**src/rtl/mult_sequencer_if.sv**
```systemverilog
// mult_sequencer_if
// Groups every non-clock signal of the multiply sequencer into one bundle.
// The bundle covers the request/result side (start, operands, busy, done,
// hi, lo) and the borrowed-ALU side (alu_req, alu_ctl, alu_a, alu_b,
// alu_result).
//
// Modports:
//   slave  - the sequencer itself. It takes start/a/b/alu_result and drives
//            everything else.
//   master - the surrounding pipeline. It issues requests, supplies the ALU
//            sum and reads the results.
interface mult_sequencer_if #(
    parameter int unsigned WIDTH = 32
);
    logic             start;
    logic [WIDTH-1:0] a;
    logic [WIDTH-1:0] b;
    logic             busy;
    logic             done;
    logic [WIDTH-1:0] hi;
    logic [WIDTH-1:0] lo;
    logic             alu_req;
    logic [3:0]       alu_ctl;
    logic [WIDTH-1:0] alu_a;
    logic [WIDTH-1:0] alu_b;
    logic [WIDTH-1:0] alu_result;

    modport slave (
        input  start, a, b, alu_result,
        output busy, done, hi, lo, alu_req, alu_ctl, alu_a, alu_b
    );

    modport master (
        output start, a, b, alu_result,
        input  busy, done, hi, lo, alu_req, alu_ctl, alu_a, alu_b
    );
endinterface

```
**src/rtl/mult_sequencer.sv**
```systemverilog
// mult_sequencer
// Multi-cycle unsigned shift-and-add multiplier that sits beside the EX
// stage. It borrows the shared datapath ALU for each partial-sum addition.
// The 2*WIDTH-bit product ends up in hi/lo, ready for mfhi/mflo-style reads.
//
// Ports:
//   clk    - rising-edge clock
//   rst_n  - asynchronous active-low reset
//   bus    - mult_sequencer_if.slave:
//              start/a/b     request and unsigned operands, sampled only in IDLE
//              busy/alu_req  high while iterating (EX mux selects our operands)
//              done          one-cycle pulse when hi/lo hold a new product
//              hi/lo         upper/lower product halves
//              alu_ctl       always ALU_ADD
//              alu_a/alu_b   ALU operands (zero in IDLE)
//              alu_result    combinational alu_a + alu_b from the shared ALU
module mult_sequencer #(
    parameter int unsigned WIDTH   = 32,
    parameter logic [3:0]  ALU_ADD = 4'b0000
) (
    input  logic            clk,
    input  logic            rst_n,
    mult_sequencer_if.slave bus
);

    localparam int unsigned      CNT_W    = $clog2(WIDTH) + 1;
    localparam logic [CNT_W-1:0] LAST_CNT = CNT_W'(WIDTH - 1);

    typedef enum logic {
        IDLE,
        RUN
    } state_t;

    state_t           state;
    state_t           state_next;

    logic [WIDTH-1:0] mcand;
    logic [WIDTH-1:0] hi;
    logic [WIDTH-1:0] lo;
    logic [CNT_W-1:0] cnt;
    logic             done;

    logic [WIDTH-1:0] sum;
    logic             carry;
    logic             last_iter;
    logic [WIDTH-1:0] alu_a;
    logic [WIDTH-1:0] alu_b;

    assign last_iter = (cnt == LAST_CNT);

    always_ff @(posedge clk or negedge rst_n) begin
        if (!rst_n) begin
            state <= IDLE;
        end else begin
            state <= state_next;
        end
    end

    // Next-state and ALU operand drive. In RUN we add either the multiplicand
    // or zero to hi. With lo[0]=0 the ALU simply returns hi, so the no-add
    // case needs no separate path.
    always_comb begin
        state_next = state;
        alu_a      = '0;
        alu_b      = '0;
        unique case (state)
            IDLE: begin
                if (bus.start) begin
                    state_next = RUN;
                end
            end
            RUN: begin
                alu_a = hi;
                alu_b = lo[0] ? mcand : '0;
                if (last_iter) begin
                    state_next = IDLE;
                end
            end
            default: begin
                state_next = IDLE;
            end
        endcase
    end

    // The shared ALU has no carry port. Recover carry-out locally: an
    // unsigned add overflowed exactly when the wrapped sum is below an
    // addend.
    always_comb begin
        sum   = bus.alu_result;
        carry = (sum < hi);
    end

    // Datapath registers. Each iteration shifts the {carry, sum, lo} concat
    // right by one. The consumed multiplier bit drops off the bottom of lo,
    // and the finished product bits accumulate from the top.
    always_ff @(posedge clk or negedge rst_n) begin
        if (!rst_n) begin
            mcand <= '0;
            hi    <= '0;
            lo    <= '0;
            cnt   <= '0;
            done  <= 1'b0;
        end else begin
            done <= 1'b0;
            unique case (state)
                IDLE: begin
                    if (bus.start) begin
                        mcand <= bus.a;
                        hi    <= '0;
                        lo    <= bus.b;
                        cnt   <= '0;
                    end
                end
                RUN: begin
                    {hi, lo} <= {carry, sum, lo[WIDTH-1:1]};
                    cnt      <= cnt + 1'b1;
                    if (last_iter) begin
                        done <= 1'b1;
                    end
                end
                default: begin
                    done <= 1'b0;
                end
            endcase
        end
    end

    assign bus.busy    = (state == RUN);
    assign bus.alu_req = (state == RUN);
    assign bus.done    = done;
    assign bus.hi      = hi;
    assign bus.lo      = lo;
    assign bus.alu_ctl = ALU_ADD;
    assign bus.alu_a   = alu_a;
    assign bus.alu_b   = alu_b;

endmodule

```
**src/flat_wrapper.sv**
```systemverilog
// flat-port wrapper written by rule: the top's interface ports become plain ports
module mult_sequencer_flat 
#(
    parameter int unsigned WIDTH   = 32,
    parameter logic [3:0]  ALU_ADD = 4'b0000
)
  (clk, rst_n, bus_start, bus_a, bus_b, bus_alu_result, bus_busy, bus_done, bus_hi, bus_lo, bus_alu_req, bus_alu_ctl, bus_alu_a, bus_alu_b);
  mult_sequencer_if #(.WIDTH(WIDTH)) bus_i ();
  input  logic clk;
  input  logic rst_n;
  input wire logic [$bits(bus_i.start)-1:0] bus_start;
  input wire logic [$bits(bus_i.a)-1:0] bus_a;
  input wire logic [$bits(bus_i.b)-1:0] bus_b;
  input wire logic [$bits(bus_i.alu_result)-1:0] bus_alu_result;
  output wire logic [$bits(bus_i.busy)-1:0] bus_busy;
  output wire logic [$bits(bus_i.done)-1:0] bus_done;
  output wire logic [$bits(bus_i.hi)-1:0] bus_hi;
  output wire logic [$bits(bus_i.lo)-1:0] bus_lo;
  output wire logic [$bits(bus_i.alu_req)-1:0] bus_alu_req;
  output wire logic [$bits(bus_i.alu_ctl)-1:0] bus_alu_ctl;
  output wire logic [$bits(bus_i.alu_a)-1:0] bus_alu_a;
  output wire logic [$bits(bus_i.alu_b)-1:0] bus_alu_b;
  assign bus_i.start = bus_start;
  assign bus_i.a = bus_a;
  assign bus_i.b = bus_b;
  assign bus_i.alu_result = bus_alu_result;
  assign bus_busy = bus_i.busy;
  assign bus_done = bus_i.done;
  assign bus_hi = bus_i.hi;
  assign bus_lo = bus_i.lo;
  assign bus_alu_req = bus_i.alu_req;
  assign bus_alu_ctl = bus_i.alu_ctl;
  assign bus_alu_a = bus_i.alu_a;
  assign bus_alu_b = bus_i.alu_b;
  mult_sequencer #(.WIDTH(WIDTH), .ALU_ADD(ALU_ADD)) u_core (.clk(clk), .rst_n(rst_n), .bus(bus_i));
endmodule
```
**config.mk**
```make
export PLATFORM = sky130hd
export DESIGN_NAME = mult_sequencer_flat
export DESIGN_NICKNAME = d
export VERILOG_FILES = /design/src/rtl/mult_sequencer_if.sv /design/src/rtl/mult_sequencer.sv /design/src/flat_wrapper.sv
export SDC_FILE = /design/constraint.sdc
export NUM_CORES = 1
export LEC_CHECK = 0
export CAP_MARGIN = 20
export CELL_PAD_IN_SITES_DETAIL_PLACEMENT = 2
export CELL_PAD_IN_SITES_GLOBAL_PLACEMENT = 2
export CORE_ASPECT_RATIO = 1.75
export CORE_UTILIZATION = 27
export CTS_BUF_LIST = sky130_fd_sc_hd__clkbuf_2
export DETAILED_ROUTE_END_ITERATION = 10
export HOLD_SLACK_MARGIN = 0.06
export PLACE_DENSITY_LB_ADDON = 0.25
export SYNTH_ARGS = -nofsm -noshare
export SYNTH_HDL_FRONTEND = slang
export SYNTH_SLANG_ARGS = --single-unit
```
**constraint.sdc**
```tcl
create_clock -name clk -period 5 [get_ports clk]
set_input_delay 1 -clock clk [delete_from_list [all_inputs] [get_ports clk]]
set_output_delay 1 -clock clk [all_outputs]
set_load 0.05 [all_outputs]
```
==> results.txt, run 1 <==
Flow results follow.

The flow ran to the end, and the final reports show no timing, DRC or antenna violations. Before any placement, the netlist area is recorded as between 0.005 and 0.006 mm^2. Counting along the longest clock path gives a buffer depth of 2. The number of clock buffers inserted by TritonCTS is 9. The pre-CTS setup check shows a worst slack of 1.721 ns. The final-report hold violation count is 0. Of the total power, combinational logic draws approximately 58%. The TritonCTS clock tree is done. The post-synthesis instance total is 611. The switching component of the power was reported as about 2.3 mW. The flow reports that the clock network draws 10.3% of the design power. The report lists the number of standard-cell rows as ~68.

The final timing report gives a worst setup slack of ~1.1 ns. Post-synth the commonest register cell is sky130_fd_sc_hd__dfrtp_1. The leakage component of the power was reported as a little under 4 nW. The script computed the net switching share of total power as a little over 50%. The synthesized design contains 0 enable-type register cells.

Along the worst path, the maximum fanout reaches roughly 77. The die area is around 0.021 mm^2. The tree is rooted in a sky130_fd_sc_hd__clkbuf_2. Warnings reported by Yosys during synthesis add up to 0.

The initial antenna violation count is 1. The average wire length per cell after detail routing is 18.10 um. The post-synthesis chip area from yosys is between 0.005 and 0.006 mm^2. The number of distinct library cell variants in the gate-level netlist after synthesis is 34. STA lists the startpoint of the worst register-to-register path as u_core.bus.alu_req. The final-stage net count is 945.

The class of the worst hold path is input pin to asynchronous set/reset pin. Detailed placement finished with a half-perimeter wire length of between 10 and 15 mm. The count of port buffers added during placement is between 200 and 250.

The endpoint arrival time on the critical path is ~2.9 ns. The count of hold buffers inserted by post-cts repair is 0. The clock-pin slew reported for the worst setup and hold paths after clock tree synthesis is 0.33 ns. The worst-case reg-to-reg path depth is 5. The design internal power is between 2 and 2.5 mW. After the flow finishes, the layout carries non-filler instances totaling roughly 1.1k.

Gates resized during post-CTS repair numbered 0. The synthesized flop and latch total is 104. The overall die width is ~110 um. The shortest clock period the worst path allows after layout is roughly 3.9 ns. In the final timing run, aggregate negative setup slack is 0 ns. The relative contribution of sequential cells to total power is roughly 32%. The required arrival time at the worst endpoint is about 4.0 ns. STA reports a reg2reg setup slack of between 2 and 3 ns. The worst setup path is of the flop to primary output kind. The largest net degree at the start of global routing is 78. The worst-case max-slew headroom was logged as a little under a third.

The area after detailed placement is 0.007948 mm^2. The maximum cell stage delay along the critical path is ~0.97 ns. The cell-mix breakdown from Yosys lists the XOR/XNOR area share as less than 1%.
run 1: worst max path at each step:
| stage | start | endpoint | cells after the start | slack, ns |
|---|---|---|---|---|
| after floorplan | u_core.bus.alu_req | bus_alu_a[15] | 4 | 2.19 |
| after global placement | u_core.bus.alu_req | bus_alu_a[1] | 3 | 1.78 |
| after detailed placement | u_core.bus.alu_req | bus_alu_a[1] | 3 | 1.72 |
| after CTS | u_core.bus.alu_req | bus_alu_a[1] | 3 | 0.99 |
| after global routing | u_core.bus.alu_req | bus_alu_a[0] | 3 | 0.90 |
| final | u_core.bus.alu_req | bus_alu_a[2] | 3 | 1.14 |
run 1: layout make-up:
class	count	area, um^2
inverter	33	123.9
clock buffer	9	45.04
clock inverter	7	87.58
fill	2244	11740
timing repair buffer	235	2345
tap	245	306.5
sequential	104	2606
multi-input combinational	431	2566
antenna	2	5.005
run 1: per-layer routing:
layer	wire length, um	part of all wire [%]	up-vias	track usage, %
li1	-	-	2437	-
met5	0	0	-	0
met1	7099	37	2610	19.12
met3	585	3.0	24	2.358
met2	11130	58	132	37.26
met4	473	2.5	0	7.128
run 1: flip-flops by register name, summed over array words and instances (netlist names):
name and count:
u_core.bus.lo 32, u_core.cnt 6, u_core.bus.done 1, u_core.mcand 32
u_core.bus.hi 32, u_core.bus.alu_req 1
run 1: power groups by stage:
stage	logic [mW]	registers [mW]	clock network, mW
after floorplan	1.16	1.91	0
after global placement	2.53	1.43	0
after detailed placement	2.60	1.45	0
after CTS	2.61	1.44	0.496
after global routing	2.74	1.48	0.517
final	2.58	1.43	0.462
run 1: worst max-delay path, delay by kind of cell (launching register included):
kind | cells | cell delay, ns
buffers and inverters | 2 | 1.16
flip-flops | 1 | 0.97
AND/OR/NAND/NOR | 1 | 0.17
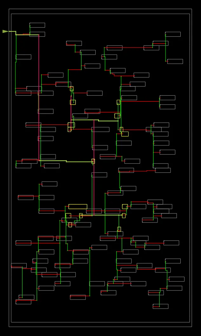
run_1/clocks.png
count of clock tree sinks: 104
clk pwr: 0.462 mW
Layout Skew: 0.05692 ns
clk_lat worst skew: 0.61 ns

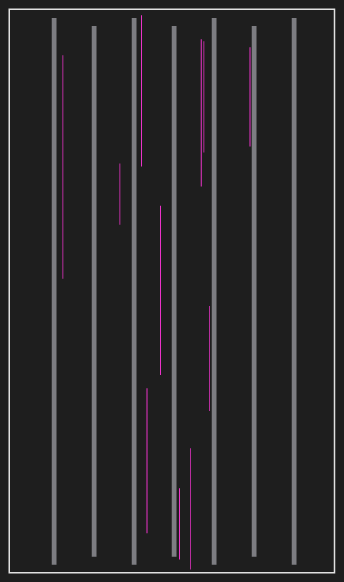
run_1/layer_met4.png
Supply wires on this layer in grey.
The longest straight run is 75.5 um. The wires run mostly vertical. The layer holds 2.5% of the routed length.
WL final: 19.29 mm
number of vias in the routed layout: 5203

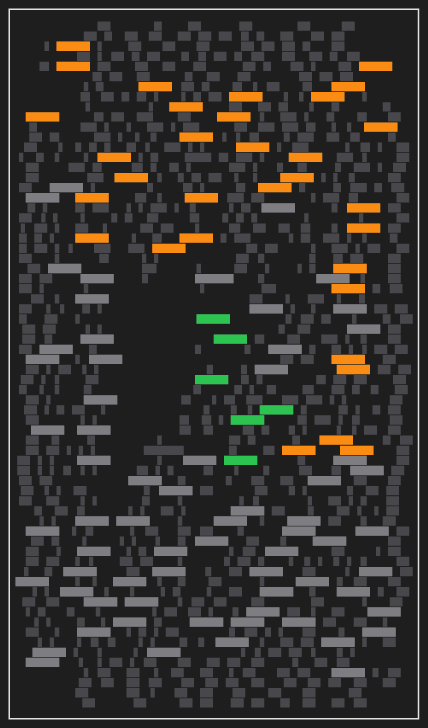
run_1/flops_by_reg.png
Other sequential cells in the stronger grey, the rest of the logic in the fainter grey.
Key: u_core.cnt = green [flops 6, where middle]; u_core.bus.hi = orange [flops 32]
fraction of area in registers: 32.23%
final core utilization: 40.79%
area used by sequential logic in the layout: 0.002606 mm^2
P_seq: 1.43 mW

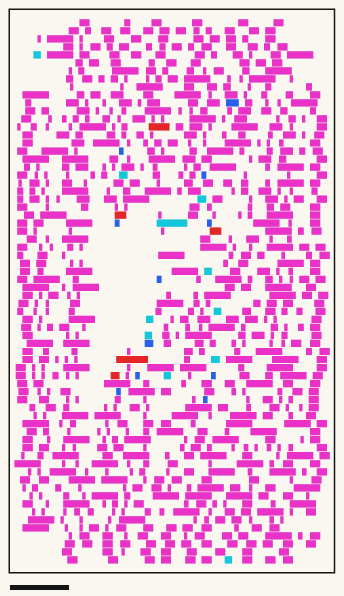
run_1/sizes.png
Scale bar: 20 um.
Key: _2 cells = blue [cells 11, most used clkbuf_2]; _3 and _4 cells = cyan [cells 11, most used buf_4]; _0 and _1 cells = magenta [cells 792, most used clkdlybuf4s50_1]; _6 and larger = red [cells 5, most used inv_8]

run_1/clk_routes.png
Scale bar: 20 um.
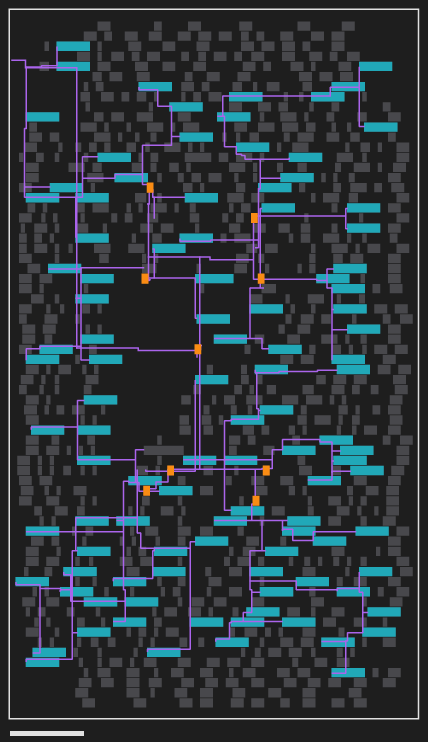

--- run 2 (diff from run 1) ---
--- a/config.mk
+++ b/config.mk
@@ -9,7 +9,7 @@
 export CELL_PAD_IN_SITES_DETAIL_PLACEMENT = 2
 export CELL_PAD_IN_SITES_GLOBAL_PLACEMENT = 2
 export CORE_ASPECT_RATIO = 1.75
-export CORE_UTILIZATION = 27
+export CORE_UTILIZATION = 25
 export CTS_BUF_LIST = sky130_fd_sc_hd__clkbuf_2
 export DETAILED_ROUTE_END_ITERATION = 10
 export HOLD_SLACK_MARGIN = 0.06
==> constraint.sdc (replaced) <==
create_clock -name clk -period 3.8 [get_ports clk]
set_input_delay 0.76 -clock clk [delete_from_list [all_inputs] [get_ports clk]]
set_output_delay 0.76 -clock clk [all_outputs]
set_load 0.05 [all_outputs]
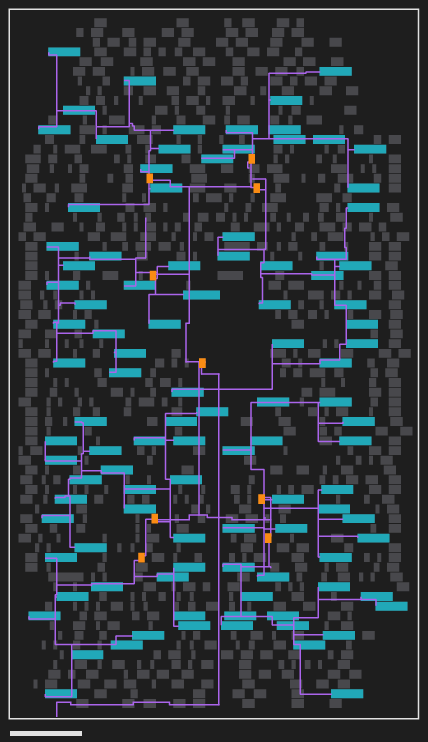
run_2/clk_routes.png
Scale bar: 20 um.
Key: flip-flops = cyan [count 104]; clock drivers = orange [count 9]; clock wires = purple [length 1610 um]
Position of the flops: widely spread.
clk_lat worst skew: 0.62 ns
Layout Skew: 0.04581 ns
clock group share of total power: 8.6%

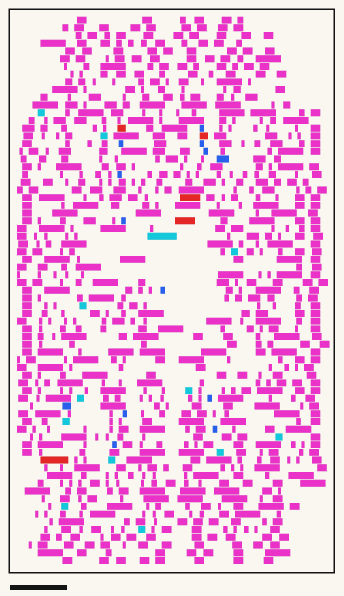
run_2/sizes.png
Scale bar: 20 um.
Key: _3 and _4 cells = cyan [cells 13, most used buf_4]; _6 and larger = red [cells 5]; _0 and _1 cells = magenta [cells 794, most used clkdlybuf4s50_1]; _2 cells = blue [cells 13, most used clkbuf_2]

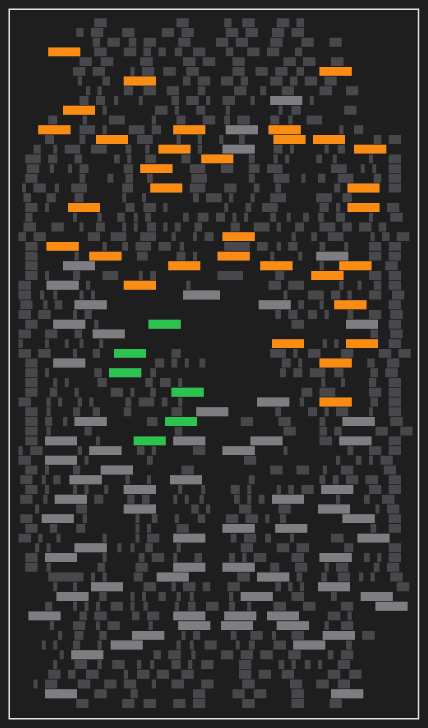
run_2/flops_by_reg.png
Other sequential cells in the stronger grey, the rest of the logic in the fainter grey.
Key: u_core.bus.hi = orange [flops 32]; u_core.cnt = green [flops 6]

==> results.txt, run 2 <==
Flow results follow.

The worst-case clock buffer depth is 2. Across all layers, the routed design uses approximately 5.2k vias. The leakage dissipation is a little under 4 nW. The detailed-placement wirelength estimate is between 15 and 20 mm. The worst-case reg-to-reg path depth is 6.

The endpoint arrival time on the critical path is 2.84 ns. The TritonCTS clock tree is done. The run finished with clean final reports.

Together, buffers and inverters on the worst path number 1. The post-cts repair resize count is 0. Yosys mapped a number of flops with a built-in enable equal to 0. Global routing used approximately a fifth of the available met1 tracks.

For reference, the final report shows the max-slew violation count at 0. The shortest clock period the worst path allows after layout is ~3.6 ns. The worst pin sits at a relative slew slack of between 30% and 40%.

Per the post-CTS timing run, clock transition at the registers of the reported paths is 0.31 ns. The class of the worst hold path is input pin to flop. Sorting the synthesized cells by how often they occur yields sky130_fd_sc_hd__nand2_1 (173), sky130_fd_sc_hd__dfrtp_1 (104), sky130_fd_sc_hd__o21ai_0 (43). The die covers between 0.02 and 0.025 mm^2. The initial antenna violation count is 4.

The maximum cell stage delay along the critical path is around 1.1 ns. The start of the worst register-to-register path is u_core.bus.alu_req. met2 is the most crowded layer.

For this sky-water flow run, the detailed-routed wirelength per cell is reported as approximately 18 um. The largest net degree at the start of global routing is between 70 and 80. The cell family with the largest share of critical-path delay is flip-flops. The count of port buffers added during placement is approximately 230. In the global route stage, met2 resource usage came out at 34.97%.

The yosys warning tally is 0. TritonCTS reports the number of clock sinks as ~100. After detailed routing, the total wire length is between 20 and 25 mm. Global routing consumed, on the met3 layer, under 10% of the routing resources. The setup check on the worst reg-to-reg path leaves a slack of approximately 1.5 ns. Counting every instance in the synthesized netlist gives 611. In the final report, the number of hold violations comes to 0. The classification of the worst setup path is flop to primary output. The OpenROAD report gives the critical path a required time of ~3.0 ns. The overall die width is between 100 and 150 um. The post-synthesis chip area from yosys is 0.005490 mm^2. Counting the buffers created by CTS gives 9. Synthesis inferred 104 register bits.

The highest net fanout along the worst path is 34. Once layout is complete, the cells apart from fillers number approximately 1.1k. Before any placement, the netlist area is recorded as roughly 0.0055 mm^2.

After routing, the total negative slack on setup checks comes to 0 ns. CTS placed an instance of sky130_fd_sc_hd__clkbuf_2 at the clock tree root. The critical path launch point is u_core.bus.lo[0].

The instance count on the critical path is 2. The synthesis report names the predominant flop master as sky130_fd_sc_hd__dfrtp_1. For this run, the post-layout net count is between 900 and 1k. The number of distinct library cell variants in the gate-level netlist after synthesis is 34. The library cell with the largest summed area after synthesis is sky130_fd_sc_hd__dfrtp_1. The registers reported with the highest flop counts are u_core.bus.hi: 32 flops, u_core.bus.lo: 32 flops, u_core.mcand: 32 flops.

The termination of the worst setup path is bus_alu_b[7].
==> run 2: cell counts after synthesis <==
Identical to the previous run, type by type.
==> run 2: area by class of cell <==
| cell class | count | area (um^2) |
|---|---|---|
| diodes | 4 | 10.01 |
| repair buffers | 241 | 2425 |
| multi-input cells | 431 | 2566 |
| flip-flops and latches | 104 | 2606 |
| fillers | 2455 | 13310 |
| clock inverters | 7 | 46.29 |
| well taps | 292 | 365.4 |
| inverters | 33 | 123.9 |
| clock buffers | 9 | 45.04 |
==> run 2: timing repair <==
action	in CTS	in global routing
hold buffers	0	1
setup buffers	0	1
hold endpoints to repair	0	20
endpoints found under the setup margin	0	21
==> run 2: per-layer routing <==
metal  share of wire, %  wire length [um]
met1                 36              7291
met2                 59             11740
met3                2.8               567
met4                2.1               421
met5                  0                 0
==> run 2: through the flow <==
step           setup WS, ns  instance area, um^2  utilization, %
2_1_floorplan         1.227                 5502               -
3_3_place_gp         0.8565                 8029           37.35
3_5_place_dp         0.7800                 8029           37.35
4_1_cts             0.01678                 8120           37.77
5_1_grt            0.008967                 8188           38.09
6_report             0.2006                 8188           38.09
==> run 2: cell families after synthesis <==
| kind of cell | Yosys count | share of synthesized area [%] |
|---|---|---|
| compound gates | 98 | 10.96 |
| xor+xnor | 2 | 0.3191 |
| fa+ha+maj | 32 | 7.293 |
| buf+inv | 79 | 6.108 |
| flops | 104 | 47.40 |
| mux | 33 | 6.016 |
| other cells | 1 | 0.06830 |
| simple gates | 262 | 21.83 |
==> run 2: power by group <==
group / internal (mW) / switching (mW) / total [mW]
combinational: 1.18 / 2.25 / 3.42
clock: 0.0867 / 0.412 / 0.498
sequential: 1.51 / 0.371 / 1.88
total: 2.77 / 3.03 / 5.80
run_2/clocks.png
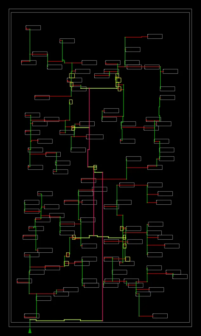

--- run 3 (diff from run 2) ---
--- a/config.mk
+++ b/config.mk
@@ -5,7 +5,6 @@
 export SDC_FILE = /design/constraint.sdc
 export NUM_CORES = 1
 export LEC_CHECK = 0
-export CAP_MARGIN = 20
 export CELL_PAD_IN_SITES_DETAIL_PLACEMENT = 2
 export CELL_PAD_IN_SITES_GLOBAL_PLACEMENT = 2
 export CORE_ASPECT_RATIO = 1.75
@@ -14,6 +13,7 @@
 export DETAILED_ROUTE_END_ITERATION = 10
 export HOLD_SLACK_MARGIN = 0.06
 export PLACE_DENSITY_LB_ADDON = 0.25
+export RECOVER_POWER = 100
 export SYNTH_ARGS = -nofsm -noshare
 export SYNTH_HDL_FRONTEND = slang
 export SYNTH_SLANG_ARGS = --single-unit
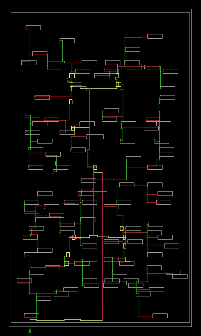
run_3/clocks.png
sequential cells: 104
Layout Skew: 0.04082 ns

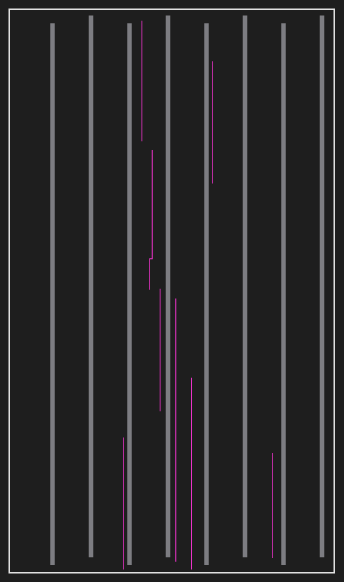
run_3/layer_met4.png
Supply wires on this layer in grey.
The layer holds 2.1% of the routed length. 7 nets have wire on it.

==> results.txt, run 3 <==
Flow results follow.

TritonRoute output was used to compute an average wire per cell of ~18 um. The synthesized flop and latch total is 104. The checks that failed: capacitance limit, slew limit. The routed design uses approximately 560 um of met3 wire. The uppermost layer routed is met4. The insertion delay of the later-clocked pin in the worst-skew pair is ~0.62 ns. The most used flip-flop cell after synthesis is sky130_fd_sc_hd__dfrtp_1. According to the dpl log, the detail-placed design has an HPWL of between 15 and 20 mm. The post-synthesis chip area from yosys is between 0.005 and 0.006 mm^2. The classification of the worst setup path is flop to primary output. In the synthesized netlist, the number of instances is around 610. Once the clock tree was built, the setup fixing pass inserted 0 buffers. Counting instances in the post-synthesis netlist gives the leading cell types as sky130_fd_sc_hd__nand2_1 (173), sky130_fd_sc_hd__dfrtp_1 (104), sky130_fd_sc_hd__o21ai_0 (43).

The maximum cell stage delay along the critical path is around 1.1 ns. The post-cts repair resize count is 0. In this run the critical register-to-register path is launched from u_core.bus.alu_req. The synthesis log from Yosys contains 0 warnings. Entering global routing, the biggest net connects approximately 80 pins.

Along the worst path, the maximum fanout reaches 34. The mapped netlist covers approximately 0.0055 mm^2. The class of the worst hold path is flop to flop.

The overall track demand over capacity in global routing is 17.87%. The floorplan has slightly above 70 rows. The termination of the worst setup path is bus_alu_b[7]. STA shows the worst reg2reg path with a cell count of 5. Input and output buffers added on the ports amount to between 200 and 250.

The overall die width is 114.0 um. Counting flops with a built-in enable in the synthesized netlist gives 0. The worst relative slew slack is -37.65%. The number of hold buffers added after CTS was 0. The final standard cell utilization of the core is 37.79%.

The final timing report derives a shortest allowable period of 3.585 ns. Looking at the worst setup and hold paths, the clock pins of their registers show a slew of 0.29 ns. The met3 capacity usage during global routing is under 10%. The CTS root buffer is sky130_fd_sc_hd__clkbuf_2.

The final instance area is around 0.0081 mm^2. The flow ran to the end, but the final reports show violations. The count of final max-slew check failures is 143. The arrival time of data at the worst endpoint is listed as 2.82 ns. Counting endpoints that fail hold in the final report gives 0. Summed over all nets, wire length on met2 after detailed routing comes to around 12 mm. The met1 global-route usage is 18.99%. The total of max-cap violations is 2. The setup total negative slack is 0 ns.

The reg-to-reg setup timing slack is 0.98 ns. The post-placement cell area is between 0.008 and 0.009 mm^2. The worst-case clock buffer depth is 2. In the final layout, the registers with the most flip-flops are u_core.bus.hi: 32 flops, u_core.bus.lo: 32 flops, u_core.mcand: 32 flops. The most congested layer reported by global routing is met2.
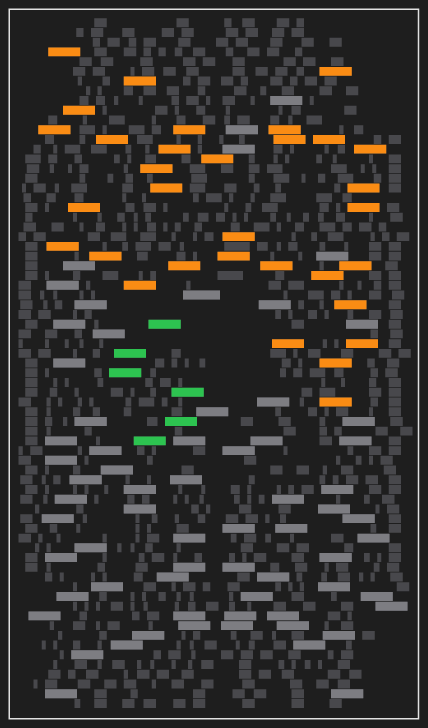
run_3/flops_by_reg.png
Other sequential cells in the stronger grey, the rest of the logic in the fainter grey.
Key: u_core.bus.hi = orange [flops 32]; u_core.cnt = green [flops 6]
Another 66 sequential cells are not coloured.

-- run 3: logic make-up after synthesis --
| group | Yosys count | synth area share, % |
|---|---|---|
| and+or+nand+nor | 262 | 21.83 |
| other | 1 | 0.06830 |
| buffers and inverters | 79 | 6.108 |
| xor gates and xnor gates | 2 | 0.3191 |
| adders and majority gates | 32 | 7.293 |
| DFF | 104 | 47.40 |
| AOI/OAI and AO/OA | 98 | 10.96 |
| muxes | 33 | 6.016 |
-- run 3: per-stage QoR --
step	worst slack [ns]	std cells
floorplan	1.227	614
global placement	0.8565	1098
detailed placement	0.7800	1098
CTS	0.01678	1114
global route	0.009591	1119
finish	0.2153	1119
-- run 3: worst max-delay path: cells and delay by family (launching register included) --
family / cells / cell delay [ns]
buffers and inverters: 1 / 0.82
flip-flops: 1 / 1.06
AND/OR/NAND/NOR: 1 / 0.34
-- run 3: worst min path at each step --
stage | start | endpoint
2_1_floorplan | u_core.mcand[29] | u_core.mcand[29]
3_3_place_gp | u_core.mcand[29] | u_core.mcand[29]
3_5_place_dp | u_core.mcand[25] | u_core.mcand[25]
4_1_cts | rst_n | u_core.cnt[5]
5_1_grt | u_core.cnt[5] | u_core.cnt[5]
6_report | u_core.mcand[25] | u_core.mcand[25]
-- run 3: final cells by class --
cell class | instances | area, um^2
Fill cell | 2456 | 13370
Sequential cell | 104 | 2606
Multi-Input combinational cell | 431 | 2564
Timing Repair Buffer | 239 | 2364
Tap cell | 292 | 365.4
Inverter | 33 | 123.9
Clock inverter | 7 | 46.29
Clock buffer | 9 | 45.04
Antenna cell | 4 | 10.01
-- run 3: report_power, final --
part	switching (mW)	internal [mW]
registers	0.362	1.51
logic	2.24	1.07
clock network	0.410	0.0867
Power figures rest on the tool's default switching activity, not on a simulated workload.
